### config.mk
export PLATFORM = sky130hd
export DESIGN_NAME = data_buffer
export DESIGN_NICKNAME = d
export VERILOG_FILES = /design/src/rtl/data_buffer.sv
export SDC_FILE = /design/constraint.sdc
export NUM_CORES = 1
export LEC_CHECK = 0
export ABC_CLOCK_PERIOD_IN_PS = 3700
export CELL_PAD_IN_SITES_DETAIL_PLACEMENT = 0
export CELL_PAD_IN_SITES_GLOBAL_PLACEMENT = 1
export CORE_ASPECT_RATIO = 1.75
export CORE_UTILIZATION = 40
export DETAILED_ROUTE_END_ITERATION = 16
export PLACE_DENSITY_LB_ADDON = 0.1
export SYNTH_ARGS = -nofsm -noshare
export SYNTH_HDL_FRONTEND = slang
export SYNTH_SLANG_ARGS = --single-unit
### constraint.sdc
create_clock -name clk -period 3.7 [get_ports clk]
set_input_delay 0.37 -clock clk [delete_from_list [all_inputs] [get_ports clk]]
set_output_delay 0.37 -clock clk [all_outputs]
set_load 0.01 [all_outputs]
### src/rtl/data_buffer.sv
// 64 x 8-bit first-word-fall-through FIFO shared by host (AHB) and USB sides.
// Optional macro DATA_BUFFER_CLEAR_MEM_EN: clear also zeroes all storage entries.
module data_buffer (
  input  logic       clk,
  input  logic       n_rst,
  input  logic       flush,
  input  logic       clear,
  input  logic       store_tx_data,
  input  logic [7:0] tx_data,
  input  logic       store_rx_packet_data,
  input  logic [7:0] rx_packet_data,
  input  logic       get_rx_data,
  input  logic       get_tx_packet_data,
  output logic [6:0] buffer_occupancy,
  output logic [7:0] rx_data,
  output logic [7:0] tx_packet_data
);

  logic [6:0] wptr_q, wptr_d;
  logic [6:0] rptr_q, rptr_d;
  logic [7:0] mem_q [64];
  logic [7:0] mem_d [64];

  logic [6:0] occ;
  logic       empty;
  logic       full;
  logic       do_store;
  logic       do_get;
  logic [7:0] wr_byte;
  logic [7:0] head;

  // 7-bit pointers: difference is 0..64, so bit 6 alone flags full.
  always_comb begin
    occ      = wptr_q - rptr_q;
    empty    = (occ == 7'd0);
    full     = occ[6];
    do_store = (store_tx_data | store_rx_packet_data) & ~full;
    do_get   = (get_rx_data | get_tx_packet_data) & ~empty;
    wr_byte  = store_rx_packet_data ? rx_packet_data : tx_data;
    head     = empty ? '0 : mem_q[rptr_q[5:0]];
  end

  always_comb begin
    wptr_d = wptr_q;
    rptr_d = rptr_q;
    mem_d  = mem_q;
    if (flush || clear) begin
      wptr_d = '0;
      rptr_d = '0;
`ifdef DATA_BUFFER_CLEAR_MEM_EN
      if (clear) begin
        for (int unsigned i = 0; i < 64; i++) begin
          mem_d[i[5:0]] = '0;
        end
      end
`endif
    end else begin
      if (do_store) begin
        mem_d[wptr_q[5:0]] = wr_byte;
        wptr_d             = wptr_q + 7'd1;
      end
      if (do_get) begin
        rptr_d = rptr_q + 7'd1;
      end
    end
  end

  always_ff @(posedge clk or negedge n_rst) begin
    if (!n_rst) begin
      wptr_q <= '0;
      rptr_q <= '0;
      for (int unsigned i = 0; i < 64; i++) begin
        mem_q[i[5:0]] <= '0;
      end
    end else begin
      wptr_q <= wptr_d;
      rptr_q <= rptr_d;
      for (int unsigned i = 0; i < 64; i++) begin
        mem_q[i[5:0]] <= mem_d[i[5:0]];
      end
    end
  end

  assign buffer_occupancy = occ;
  assign rx_data          = head;
  assign tx_packet_data   = head;

endmodule

Clock routing:
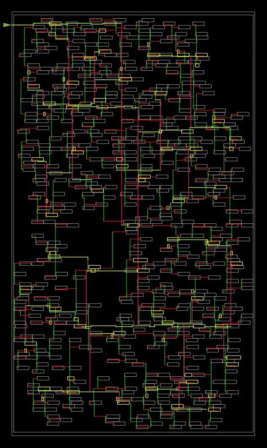
Sink Count: 526
worst clock skew: 0.0126 ns
Seq cells: 526
Clock buffer cells: 75
insertion delay at the late pin of the worst-skew pair: 0.61 ns

Metal layers overlaid:
(1 px per um)
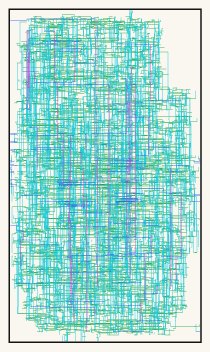
green -> M1  # wire length 31.7 mm
magenta -> M4  # wire length 2,500 um
blue -> M3  # wire length 2,550 um
cyan -> M2  # wire length 42.9 mm
vias: 16,200
final WL: 79,600 um
Total GRT Usage: 0.262
Routed wire per std cell: 28.3 um

## cells in the mapped netlist (all sizes together), types with 9 or more instances
cell	n	share of area
a21oi	27	0.0054
a22oi	26	0.0079
buf	41	0.0082
clkbuf	107	0.016
dfrtp	526	0.53
inv	9	0.0014
mux2	363	0.16
mux2i	44	0.018
mux4	127	0.12
nand2	212	0.033
nand3	27	0.0056
nand4	21	0.0053
nor2	23	0.0035
nor3	36	0.0081
nor4	12	0.0097
o21ai	170	0.034
or3	15	0.0038
## flip-flops by register name, summed over array words and instances, names as in the netlist
name / flops
wptr_q: 7
mem_q: 512
rptr_q: 7
## where the power goes
group          internal (uW)  switching (uW)  leakage [uW]
clock network           2840            2300      0.000778
registers               5860            66.0       0.00731
logic                   1040            1440       0.00503
==> results_slide.txt <==
Implementation Results

Route
  – Met2 WL: 42,900 um

GRT
  – M3 GR Usage: 0.0257
  – Routing usage on met2: 0.471
  – Remaining Overflow, GRT: 0

Synth
  – Yosys chip area: 24,800 um2
  – Xor and xnor fraction of the mapped netlist area: 0.00282
  – Post-Syn Area per Cell: 13.3 um2
  – Ys flops: 526

Place
  – Port Buffer Count: 46

STA
  – Final TNS setup: 0 ns
  – Final setup violation count: 0
  – Final-report hold violation count: 0

Finish
  – Clock buf/inv share: 0.0545

Power and ir drop
  – VDD IR max: 0.000394 V

Hold path
  – Worst hold path class: primary input to asynchronous set/reset pin

Die
  – Die Ht: 332 um

Run status
  – Status: complete, no violations

Worst setup path
  – Delay-heaviest family, CP: multiplexers
  – R2R depth: 10
  – Worst path cell trace: buf_16 -> buf_16 -> buf_4 -> mux4_2 -> mux4_2 -> o22ai_2 -> nor3_4 -> dlygate4sd2_1
  – Crit path depth: 8
  – Reg2reg setup slack: 0.22 ns

Clocking
  – TritonCTS clock tree: built
  – CTS clock-pin slew for the worst setup and hold paths: 0.06 ns
Power and IR drop assume default switching activity.
